### config.mk
export PLATFORM = sky130hd
export DESIGN_NAME = seq_ab_responder
export DESIGN_NICKNAME = d
export VERILOG_FILES = /design/src/rtl/seq_ab_responder.sv
export SDC_FILE = /design/constraint.sdc
export NUM_CORES = 1
export LEC_CHECK = 0
export CAP_MARGIN = 20
export CORE_MARGIN = 3
export CORE_UTILIZATION = 41
export DETAILED_ROUTE_END_ITERATION = 10
export GPL_ROUTABILITY_DRIVEN = 0
export PLACE_DENSITY_LB_ADDON = 0.08
export SYNTH_ARGS = -nofsm -noshare
export SYNTH_HDL_FRONTEND = slang
export SYNTH_SLANG_ARGS = --single-unit
### constraint.sdc
create_clock -name clk -period 1.7 [get_ports clk]
set_clock_uncertainty 0.05 [all_clocks]
set_input_delay 0.255 -clock clk [delete_from_list [all_inputs] [get_ports clk]]
set_output_delay 0.255 -clock clk [all_outputs]
set_load 0.005 [all_outputs]
### src/rtl/seq_ab_responder.sv
// seq_ab_responder: responder for the a/b/c sequence protocol.
// Drives c in the same cycle as a b that ends a qualifying run of a, so that
// "a[*MIN_REP:MAX_REP] ##1 b |-> c" holds. Also provides a registered copy of c,
// a saturating match counter and a sticky overflow flag.
module seq_ab_responder #(
    parameter int unsigned MIN_REP = 1,
    parameter int unsigned MAX_REP = 2,
    parameter int unsigned STRICT  = 0,
    parameter int unsigned CNT_W   = 8
) (
    input  logic             clk,
    input  logic             rst_n,
    input  logic             en,
    input  logic             clr,
    input  logic             a,
    input  logic             b,
    output logic             c,
    output logic             c_q,
    output logic [CNT_W-1:0] match_cnt,
    output logic             ovf
);

    // Run counter holds 0..MAX_REP+1; MAX_REP+1 means "longer than MAX_REP".
    localparam int unsigned RunW = $clog2(MAX_REP + 2);

    localparam logic [RunW-1:0]  RunMin = RunW'(MIN_REP);
    localparam logic [RunW-1:0]  RunMax = RunW'(MAX_REP);
    localparam logic [RunW-1:0]  RunSat = RunW'(MAX_REP + 1);
    localparam logic [CNT_W-1:0] CntMax = {CNT_W{1'b1}};

    // Bad parameterisations stop elaboration.
    if (MIN_REP < 1) begin : g_chk_min_rep
        $fatal(1, "seq_ab_responder: MIN_REP must be >= 1");
    end
    if (MAX_REP < MIN_REP) begin : g_chk_max_ge_min
        $fatal(1, "seq_ab_responder: MAX_REP must be >= MIN_REP");
    end
    if (MAX_REP > 255) begin : g_chk_max_rep
        $fatal(1, "seq_ab_responder: MAX_REP must be <= 255");
    end
    if (CNT_W < 1) begin : g_chk_cnt_w
        $fatal(1, "seq_ab_responder: CNT_W must be >= 1");
    end

    logic [RunW-1:0]  run_q, run_d;
    logic [CNT_W-1:0] match_cnt_q, match_cnt_d;
    logic             ovf_q, ovf_d;
    logic             run_ok;

    // Run length of consecutive enabled a cycles, saturating just past MAX_REP.
    always_comb begin
        run_d = '0;
        if (en && a) begin
            run_d = (run_q == RunSat) ? run_q : run_q + RunW'(1);
        end
    end

    // Response: b is judged against the run that ended in the previous cycle.
    always_comb begin
        run_ok = (run_q >= RunMin);
        // In strict mode over-long runs are rejected; otherwise any run >= MIN_REP
        // already contains a suffix of legal length.
        if (STRICT != 0) begin
            run_ok = run_ok && (run_q <= RunMax);
        end
        c = en && b && run_ok;
    end

    // Match counter and sticky overflow; clr wins over a coincident match.
    always_comb begin
        match_cnt_d = match_cnt_q;
        ovf_d       = ovf_q;
        if (clr) begin
            match_cnt_d = '0;
            ovf_d       = 1'b0;
        end else if (c) begin
            if (match_cnt_q == CntMax) begin
                ovf_d = 1'b1;
            end else begin
                match_cnt_d = match_cnt_q + CNT_W'(1);
            end
        end
    end

    // State registers, cleared asynchronously so c drops as soon as reset asserts.
    always_ff @(posedge clk or negedge rst_n) begin
        if (!rst_n) begin
            run_q       <= '0;
            c_q         <= 1'b0;
            match_cnt_q <= '0;
            ovf_q       <= 1'b0;
        end else begin
            run_q       <= run_d;
            c_q         <= c;
            match_cnt_q <= match_cnt_d;
            ovf_q       <= ovf_d;
        end
    end

    assign match_cnt = match_cnt_q;
    assign ovf       = ovf_q;

    // Property check. A run of k in [MIN_REP, MAX_REP] a cycles before b exists
    // exactly when the last MIN_REP cycles all had a, so a MIN_REP-deep history of
    // enabled a is enough to express the antecedent. It only feeds the assertions
    // and is dropped by synthesis.
    logic [MIN_REP-1:0] a_hist_q, a_hist_d;

    // Shift in the enabled a of the current cycle.
    always_comb begin
        a_hist_d = MIN_REP'({a_hist_q, (en & a)});
    end

    // History register, cleared with the rest of the state.
    always_ff @(posedge clk or negedge rst_n) begin
        if (!rst_n) begin
            a_hist_q <= '0;
        end else begin
            a_hist_q <= a_hist_d;
        end
    end

    // Strict mode deliberately narrows the match set, so completeness only holds
    // for the non-strict responder.
    if (STRICT == 0) begin : g_prop_complete
        a_seq_implies_c: assert property (
            @(posedge clk) disable iff (!rst_n || !en) (b && (&a_hist_q)) |-> c
        ) else $error("seq_ab_responder: qualifying a/b sequence without c");
    end

    a_c_needs_seq: assert property (
        @(posedge clk) disable iff (!rst_n || !en) c |-> (b && (&a_hist_q))
    ) else $error("seq_ab_responder: c without a qualifying a/b sequence");

endmodule

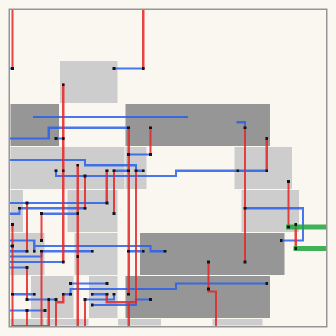
(run_1/zoom.png)
Region (24, 24) to (44, 44) um. Cells in grey, sequential cells in the stronger grey; small squares are vias.
Red is met2. Blue is met1. Green is met3.
Netlist names of flops here include match_cnt (2), c_q (1). Most frequent: dfrtp_1 (3), clkdlybuf4s50_1 (3). Sequential cells in the window: 3. 14 logic cells have their middle in the window.

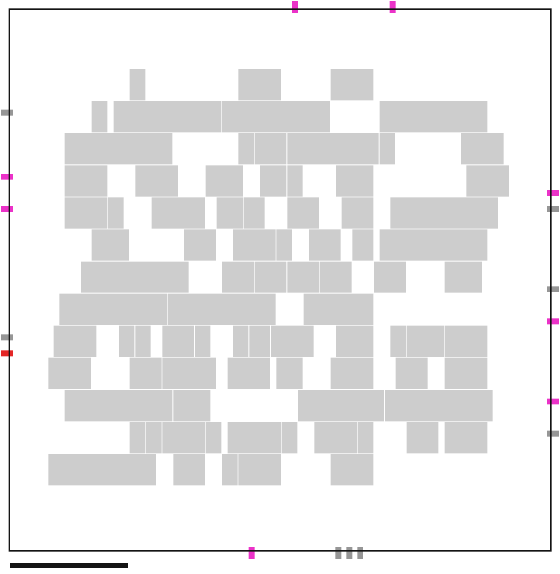
(run_1/pins.png)
The bar under the picture is 10 um long. Pins as bars across the die edge, other pins in grey.
Red is clr, pins 1, direction input, edge left. Magenta is match_cnt, pins 8, direction output, edge 3 right, 2 left, 2 top, 1 bottom.
All pins by edge: 6 right, 5 left, 4 bottom, 2 top.
Die Height: 45.8 um
port bufs: 16
Die W: 45.8 um

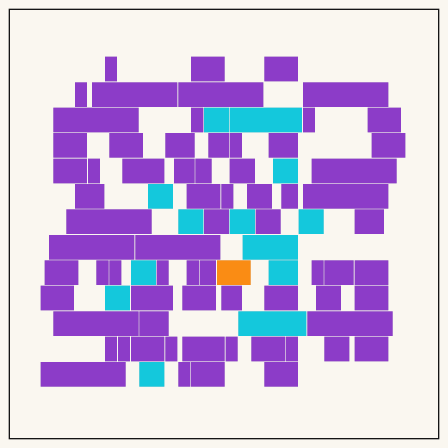
(run_1/drive_strength.png)
Orange is drive 2, cells 1, share 1.2%. Cyan is drive 3 to 4, cells 13, share 15%. Purple is drive 1 or less, cells 70, share 83%.
Non-CTS buffers: 22
design area: 890 um^2
Worst Slack Setup Final: 0.0732 ns

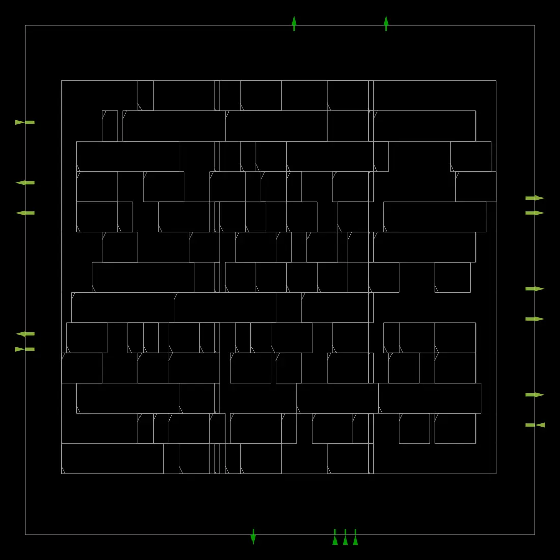
(run_1/final_placement.png)
fraction of area in registers: 0.338
Layout Utilization: 0.643
Tap Cells: 15
final std cells w/o fill: 99
Fill cells: 121

run 1: cells in the mapped netlist, drive strengths merged, types with 2 or more instances:
master	count	area, um^2
dfrtp	12	300
o211ai	2	15.0
xor2	4	35.0
nand2	6	22.5
nor2	10	37.5
mux2i	4	40.0
nand3	2	15.0
nand4	2	27.5
inv	2	7.51
ha	3	37.5
run 1: through the flow:
step / worst slack, ns / power, mW
after floorplan: 0.0901 / 0.318
after global placement: -0.0549 / 0.350
after detailed placement: -0.0639 / 0.351
after CTS: 0.0600 / 0.524
after global routing: 0.000628 / 0.547
final: 0.0732 / 0.513
run 1: flip-flops by register name (all words and copies together), names as in the netlist:
signal	cells
run_q	2
ovf	1
match_cnt	8
c_q	1
run 1: worst register-to-register path, cell delays in order, from the launching register on:
cell,delay [ns]
dfrtp_1,0.40
ha_1,0.26
nand4_4,0.12
buf_4,0.18
o211ai_1,0.22
xor2_1,0.20
nor2_1,0.05
run 1: final cells by class:
type                       count  area, um^2  share of cell area
sequential                    12         300               0.338
multi-input combinational     44         328               0.368
inverter                       3        16.3              0.0183
tap                           15        18.8              0.0211
timing repair buffer          22         204               0.229
clock buffer                   3        22.5              0.0253
run 1: routing by layer:
| metal | global-route usage | up-vias |
|---|---|---|
| met3 | 0.0474 | 4 |
| met5 | 0 | - |
| met4 | 0.0682 | 0 |
| met2 | 0.212 | 13 |
| li1 | - | 259 |
| met1 | 0.206 | 243 |
run 1: layout by cell type (no fill, tap or decap), drive strengths merged:
cell type      Yosys  final
o21bai             1      1
dfrtp             12     12
nor2              10     10
nand3              2      2
dlygate4sd2        0      1
clkinv             1      1
o31ai              1      1
a21oi              1      1
and3               1      1
nand2              6      6
or4                1      1
xor2               4      4
nand3b             1      1
inv                2      2
buf                1      6
nor4b              1      1
nor4               1      1
ha                 3      3
nor3b              1      1
o211ai             2      2
clkbuf             0      3
clkdlybuf4s50      0     15
nor3               1      1
mux2i              4      4
o21ai              1      1
nand4              2      2
run 1: timing repair:
action / CTS / global route
setup endpoints to repair: 1 / 0
buffers inserted: 1 / 0
hold buffers: 0 / 0
resized: 1 / 0
run 1: worst max-delay path by stage:
stage,start,to,slack [ns],depth (start not counted)
after floorplan,run_q[0],match_cnt[5],0.09,7
after global placement,en,c,-0.05,4
after detailed placement,en,c,-0.06,4
after CTS,run_q[0],c,0.06,5
after global routing,run_q[0],c,0.0006,5
final,run_q[0],c,0.07,5
run 1: cells by family (layout without fill, tap and decap cells):
kind of cell / count (synthesis) / in the layout / synth area share
AOI/OAI and AO/OA: 6 / 6 / 0.0792
DFF: 12 / 12 / 0.463
xor gates and xnor gates: 4 / 4 / 0.0540
adders and majority gates: 3 / 3 / 0.0579
buffers and inverters: 4 / 28 / 0.0309
and+or+nand+nor: 27 / 27 / 0.253
muxes: 4 / 4 / 0.0618
run 1: power by group:
part	switching, mW	internal (mW)	leakage, nW
logic	0.0248	0.0291	0.237
registers	0.00202	0.289	0.166
clock network	0.0853	0.0818	0.0138
total	0.112	0.400	0.417
==> results.cfg, run 1 <==
; synthesis and place-and-route metrics
[outcome]
status = finished clean

[grt]
overflow = 0
grt_pass1_vias = 505
antenna_found_initial = 0
gr-usage-all-layers = 0.150
grt_max_degree = 13
grt_first_pass_wirelength_um = 2190

[cells_and_area]
area_growth_pct = 37.3
antenna_cells = 0
final_nets = 95
layout-drive-gt1-share = 0.167

[setup_path]
path_max_fanout = 4
worst-endpoint-arrival_ns = 1.32
worst_path_max_delay_cell = dfrtp_1
rr_worst_depth = 6
worstSetupEndpointType = primary output
cpPeakStageDelay_ns = 0.35
r2r_start = match_cnt[1]
cp.buffers_inverters = 3
start_kind = register
crit_chain = inv_1 -> ha_1 -> nand3b_4 -> clkinv_4 -> dlygate4sd2_1
path_class = reg -> out
r2r-end = match_cnt[3]
worstPathRequired_ns = 1.39
path_delay_family = buffers and inverters
rrSetupSlack_ns = 0.08

[final_timing]
fin_crit_ns = 1.63
rsz0062_at_grt = false
hold_violations = 0
holdWs_ns = 0.281
tightest_slew_ns = 0.524
drv_slew = 0
setup_viol = 0
fmax_mhz = 615
max_slew_margin = 0.650
finalCritPeriodShare = 0.957
setup_tns_ns = 0

[run]
tool_warnings = 27
cap_violations = 0

[yosys]
synth-main-ff-cell = dfrtp_1
synth_cell_type_count = 25
postSynthSeqShare = 0.463
numSynthFlops = 12
yosysWarnings = 0
syn-num-nets = 69
edf_count = 0
synth_area_um2 = 648
synth.avg_cell_area_um2 = 10.8
synth_cells = 60
synth-async-reset-ratio = 1.00
yosysChipArea_um2 = 648
ys_cells = 60

[clock_network]
cts.sinks = 12
insertion_delay_ns = 0.27
cts_tree = yes
htree_num_levels = 1
cts_buffers = 3
cts_buffer_depth = 2
root_buffer = clkbuf_4
clk_pin_slew_ns = 0.07

[route]
num_vias = 519
ant_nets = 0
drtIter0Drc = 1
drc_errors = 0
drt-met1-wl_um = 658
route.top_layer_used = met4
met2WireLength_um = 512
met3_length_um = 61
wire_per_inst_um = 12.7
firstDrtPassIters = 2
postRouteWirelength_um = 1260
vias_per_cell = 5.24

[floorplanning]
rows = 13
fp_util = 0.469
fp.coreArea_mm2 = 0.00138
chipArea_mm2 = 0.00209
io_pins = 17

[place]
dp_hpwl_um = 975
post_dp_cell_area_um2 = 861
place_inst = 95

[power]
ir_worst_vdd_mv = 0.472
p_per_area_mw_per_mm2 = 576
power_leakage_nw = 0.417

[hold_path]
hold_class = in -> async
--- run 2 (diff from run 1) ---
--- a/config.mk
+++ b/config.mk
@@ -8,6 +8,7 @@
 export CAP_MARGIN = 20
 export CORE_MARGIN = 3
 export CORE_UTILIZATION = 41
+export CTS_CLUSTER_DIAMETER = 30
 export DETAILED_ROUTE_END_ITERATION = 10
 export GPL_ROUTABILITY_DRIVEN = 0
 export PLACE_DENSITY_LB_ADDON = 0.08
==> run 2 against run 1 <==
Compared with the run above:
- via count did not move
- clock-buffer cell count did not move
- sequential share of layout area did not move
- cell count did not move
- highest routed layer unchanged
- clock power barely moved
- critical path depth did not move
- global-route usage did not move
==> results.cfg, run 2 <==
; synthesis and place-and-route metrics
[grt]
antenna_found_initial = 0
gr-usage-all-layers = 0.150
overflow = 0
grt_pass1_vias = 505
grt_max_degree = 13

[floorplanning]
fp.coreArea_mm2 = 0.00138
die_x_um = 45.8
fp_util = 0.469
rows = 13
die_h_um = 45.8

[yosys]
synth_cells = 60
ys_cells = 60
top_cells_by_area = dfrtp_1 (46%), mux2i_1 (6.2%), ha_1 (5.8%)
most_common_cell = dfrtp_1
yosys.area.top_type = dfrtp_1
synth_cell_type_count = 25
top_cells_by_count = dfrtp_1 (12), nor2_1 (10), nand2_1 (6), mux2i_1 (4), xor2_1 (4)
synth.avg_cell_area_um2 = 10.8
top_area_frac = 0.463
yosysWarnings = 0
syn-num-nets = 69
synth-async-reset-ratio = 1.00
synth_area_um2 = 648
edf_count = 0
yosysChipArea_um2 = 648

[clock_network]
clk_pin_slew_ns = 0.07
cts_buffers = 3
cts.sinks = 12
insertion_delay_ns = 0.27
root_buffer = clkbuf_4
cts_buffer_depth = 2
cts_tree = yes
htree_num_levels = 1

[setup_path]
r2r_start = match_cnt[1]
worst-endpoint-arrival_ns = 1.32
worstSetupEndpointType = primary output
cp.depth = 5
cp-startpoint = run_q[0]
rr_worst_depth = 6
path_max_fanout = 4
path_class = reg -> out
worst_path_max_delay_cell = dfrtp_1
cpPeakStageDelay_ns = 0.35

[route]
postRouteWirelength_um = 1260
vias_per_cell = 5.24
num_vias = 519
ant_nets = 0
drc_errors = 0
wire_per_inst_um = 12.7
drtIter0Drc = 1

[place]
portBuffers = 16
dp_hpwl_um = 975
place_inst = 95

[power]
p_clk_frac = 0.326
seqPwrFrac = 0.569
p_comb_frac = 0.105
p_per_area_mw_per_mm2 = 576
switchingPower_mw = 0.112

[cells_and_area]
final_nets = 95
fin_cells = 99
area_growth_pct = 37.3
largest_reg_flops = 8
mostFrequentLayoutCells = clkdlybuf4s50_1 (15), dfrtp_1 (12), nor2_1 (10), nand2_1 (6), buf_4 (6)
fill_cells = 121
antenna_cells = 0

[hold_path]
hold_class = in -> async

[final_timing]
fmax_mhz = 615
hold_violations = 0
setup_tns_ns = 0
max_slew_margin = 0.650

[outcome]
status = finished clean

[run]
tool_warnings = 27
[run 2: cell counts in the layout (fill, tap and decap cells not counted)]
No cell type changed its count.
[run 2: worst paths after layout]
check	to	slack [ns]
max	c	0.07
min	match_cnt[6]	0.28
max reg2reg	match_cnt[3]	0.08
min reg2reg	ovf	0.46
max in group asynchronous	match_cnt[4]	0.97
min in group clk	ovf	0.46
[run 2: per-layer routing]
layer | global-route usage | part of all wire | wire [um]
met5 | 0 | 0 | 0
met2 | 0.212 | 0.41 | 512
met1 | 0.206 | 0.52 | 658
met3 | 0.0474 | 0.049 | 61
met4 | 0.0682 | 0.018 | 23
[run 2: worst reg2reg max path, delay by kind of cell (launching register included)]
family	cells	cell delay (ns)
AND/OR/NAND/NOR	2	0.17
XOR/XNOR	1	0.20
buffers and inverters	1	0.18
flip-flops	1	0.40
adder cells (fa/ha/maj)	1	0.26
AND-OR/OR-AND	1	0.22
[run 2: cell families after synthesis]
kind of cell | synth area share
AND-OR/OR-AND | 0.0792
XOR/XNOR | 0.0540
adder cells (fa/ha/maj) | 0.0579
buffers and inverters | 0.0309
flip-flops | 0.463
multiplexers | 0.0618
AND/OR/NAND/NOR | 0.253
[run 2: repair_timing]
action                                  CTS  global route
buffers inserted                          1             0
resized                                   1             0
endpoints found under the setup margin    1             0
[run 2: layout make-up]
type | instances | area [um^2] | area share
clock buffer | 3 | 22.5 | 0.0253
sequential | 12 | 300 | 0.338
timing repair buffer | 22 | 204 | 0.229
inverter | 3 | 16.3 | 0.0183
tap | 15 | 18.8 | 0.0211
multi-input combinational | 44 | 328 | 0.368
[run 2: power by group through the flow]
stage	logic, mW	registers [mW]	clock network (mW)
floorplan	0.0189	0.299	0
global placement	0.0533	0.297	0
detailed placement	0.0541	0.297	0
CTS	0.0552	0.291	0.178
global route	0.0592	0.292	0.196
finish	0.0539	0.292	0.167
[run 2: per-stage QoR]
step | hold slack (ns) | total power [mW] | util | worst slack, ns | cell area [um^2]
2_1_floorplan | -0.0906 | 0.318 | - | 0.0901 | 648
3_3_place_gp | 0.437 | 0.350 | 0.623 | -0.0549 | 861
3_5_place_dp | 0.442 | 0.351 | 0.623 | -0.0639 | 861
4_1_cts | 0.307 | 0.524 | 0.643 | 0.0600 | 890
5_1_grt | 0.308 | 0.547 | 0.643 | 0.000628 | 890
6_report | 0.281 | 0.513 | 0.643 | 0.0732 | 890
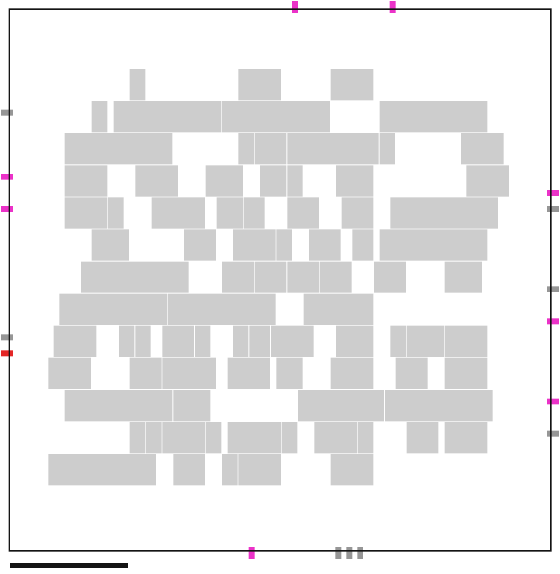
(run_2/pins.png)
The bar under the picture is 10 um long. Pins as bars across the die edge, other pins in grey.
Magenta is match_cnt, pins 8, direction output, edge 3 right, 2 left, 2 top, 1 bottom. Red is clr, pins 1, direction input, edge left.
All pins by edge: 6 right, 5 left, 4 bottom, 2 top.

--- run 3 (diff from run 2) ---
--- a/config.mk
+++ b/config.mk
@@ -5,6 +5,7 @@
 export SDC_FILE = /design/constraint.sdc
 export NUM_CORES = 1
 export LEC_CHECK = 0
+export ABC_AREA = 0
 export CAP_MARGIN = 20
 export CORE_MARGIN = 3
 export CORE_UTILIZATION = 41
@@ -12,6 +13,7 @@
 export DETAILED_ROUTE_END_ITERATION = 10
 export GPL_ROUTABILITY_DRIVEN = 0
 export PLACE_DENSITY_LB_ADDON = 0.08
+export SLEW_MARGIN = 20
 export SYNTH_ARGS = -nofsm -noshare
 export SYNTH_HDL_FRONTEND = slang
 export SYNTH_SLANG_ARGS = --single-unit
==> run 3 against run 2 <==
Compared with the run above:
- critical path depth is the same
- synthesized cell count is the same
- synthesized area is the same
- sequential share of layout area is the same
- cell count is the same
- wire length is the same
- largest cell class unchanged
- first-iteration DRC count is the same
- clock power is essentially flat
==> results.cfg, run 3 <==
; synthesis and place-and-route metrics
[setup_path]
cp.buffers_inverters = 3
r2r_start = match_cnt[1]
cp.depth = 5
cp-startpoint = run_q[0]
cp-endpoint = c
worst-endpoint-arrival_ns = 1.32
path_class = reg -> out
cpPeakStageDelay_ns = 0.35
crit_chain = inv_1 -> ha_1 -> nand3b_4 -> clkinv_4 -> dlygate4sd2_1
rr_worst_depth = 6
path_max_fanout = 4
worst_path_max_delay_cell = dfrtp_1
worstSetupEndpointType = primary output
path_delay_family = buffers and inverters
rrSetupSlack_ns = 0.08

[yosys]
synth-main-ff-cell = dfrtp_1
top_area_frac = 0.463
syn-num-nets = 69
synth_cells = 60
synth_cell_type_count = 25
postSynthSeqShare = 0.463
synth.avg_cell_area_um2 = 10.8
yosysWarnings = 0
yosysChipArea_um2 = 648
ys_cells = 60
top_cells_by_count = dfrtp_1 (12), nor2_1 (10), nand2_1 (6), mux2i_1 (4), xor2_1 (4)
most_common_cell = dfrtp_1

[final_timing]
drv_slew = 0
setup_viol = 0
hold_violations = 0
max_slew_margin = 0.650
fmax_mhz = 615
rsz0062_at_grt = false

[run]
tool_warnings = 27
cap_violations = 0

[power]
p_per_area_mw_per_mm2 = 576
power_leakage_nw = 0.417

[grt]
antenna_found_initial = 0
gr-usage-all-layers = 0.150
grt_first_pass_wirelength_um = 2190
grt_pass1_vias = 505

[cells_and_area]
layout-drive-gt1-share = 0.167
mostFrequentLayoutCells = clkdlybuf4s50_1 (15), dfrtp_1 (12), nor2_1 (10), nand2_1 (6), buf_4 (6)
fin_area_um2 = 890
seq_area_um2 = 300
final_nets = 95
antenna_cells = 0
layout_top_cell = clkdlybuf4s50_1
largest_reg_flops = 8
fin_cells = 99
fill_cells = 121

[floorplanning]
chipArea_mm2 = 0.00209
die_h_um = 45.8
io_pins = 17
rows = 13
die_x_um = 45.8

[place]
dp_slack_ns = -0.0639
portBuffers = 16
place_inst = 95
post_dp_cell_area_um2 = 861

[clock_network]
cts_buffer_depth = 2
insertion_delay_ns = 0.27
htree_num_levels = 1
clk_pin_slew_ns = 0.07
cts_buffers = 3

[route]
firstDrtPassIters = 2
met3_length_um = 61
vias_per_cell = 5.24
wire_per_inst_um = 12.7
met2WireLength_um = 512
drtIter0Drc = 1
num_vias = 519
ant_nets = 0
postRouteWirelength_um = 1260
drc_errors = 0

[outcome]
status = finished clean

[hold_path]
hold_class = in -> async
run 3: timing repair:
action / 4_1_cts / 5_1_grt
buffers inserted: 1 / 0
setup endpoints to repair: 1 / 0
resized: 1 / 0
hold buffers: 0 / 0
run 3: worst reg2reg max path: stages (launching register included):
cell      delay (ns)
dfrtp_1         0.40
ha_1            0.26
nand4_4         0.12
buf_4           0.18
o211ai_1        0.22
xor2_1          0.20
nor2_1          0.05
run 3: layout make-up:
| type | instances | share of cell area |
|---|---|---|
| clock buffer | 3 | 0.0253 |
| inverter | 3 | 0.0183 |
| timing repair buffer | 22 | 0.229 |
| tap | 15 | 0.0211 |
| sequential | 12 | 0.338 |
| multi-input combinational | 44 | 0.368 |
run 3: report_power, final:
part	total [mW]	switching (mW)	internal [mW]	leakage, nW
registers	0.292	0.00202	0.289	0.166
logic	0.0539	0.0248	0.0291	0.237
clock network	0.167	0.0853	0.0818	0.0138
run 3: worst min-delay path by stage:
stage	endpoint	start	slack, ns
after floorplan	c_q	rst_n	-0.09
after global placement	ovf	ovf	0.44
after detailed placement	ovf	ovf	0.44
after CTS	match_cnt[6]	rst_n	0.31
after global routing	match_cnt[6]	rst_n	0.31
final	match_cnt[6]	rst_n	0.28
run 3: cells by family after synthesis:
kind of cell | Yosys count | synth area share
xor gates and xnor gates | 4 | 0.0540
and+or+nand+nor | 27 | 0.253
DFF | 12 | 0.463
muxes | 4 | 0.0618
buffers and inverters | 4 | 0.0309
adders and majority gates | 3 | 0.0579
AOI/OAI and AO/OA | 6 | 0.0792
run 3: stage by stage:
step	total power [mW]	TNS (ns)	utilization
floorplan	0.318	0	-
global placement	0.350	-0.0936	0.623
detailed placement	0.351	-0.119	0.623
CTS	0.524	0	0.643
global route	0.547	0	0.643
finish	0.513	0	0.643
run 3: metal layers:
metal / GRT usage / vias up
li1: - / 259
met1: 0.206 / 243
met2: 0.212 / 13
met3: 0.0474 / 4
met4: 0.0682 / 0
met5: 0 / -
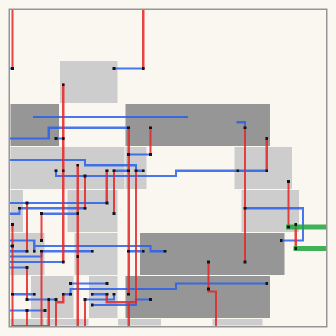
(run_3/zoom.png)
Region (24, 24) to (44, 44) um. Cells in grey, sequential cells in the stronger grey; small squares are vias.
Red is met2. Green is met3. Blue is met1.
Netlist names of flops here include match_cnt (2), c_q (1). Most frequent: dfrtp_1 (3), clkdlybuf4s50_1 (3). 14 logic cells have their middle in the window. Sequential cells in the window: 3.

Power figures rest on the tool's default switching activity, not on a simulated workload.
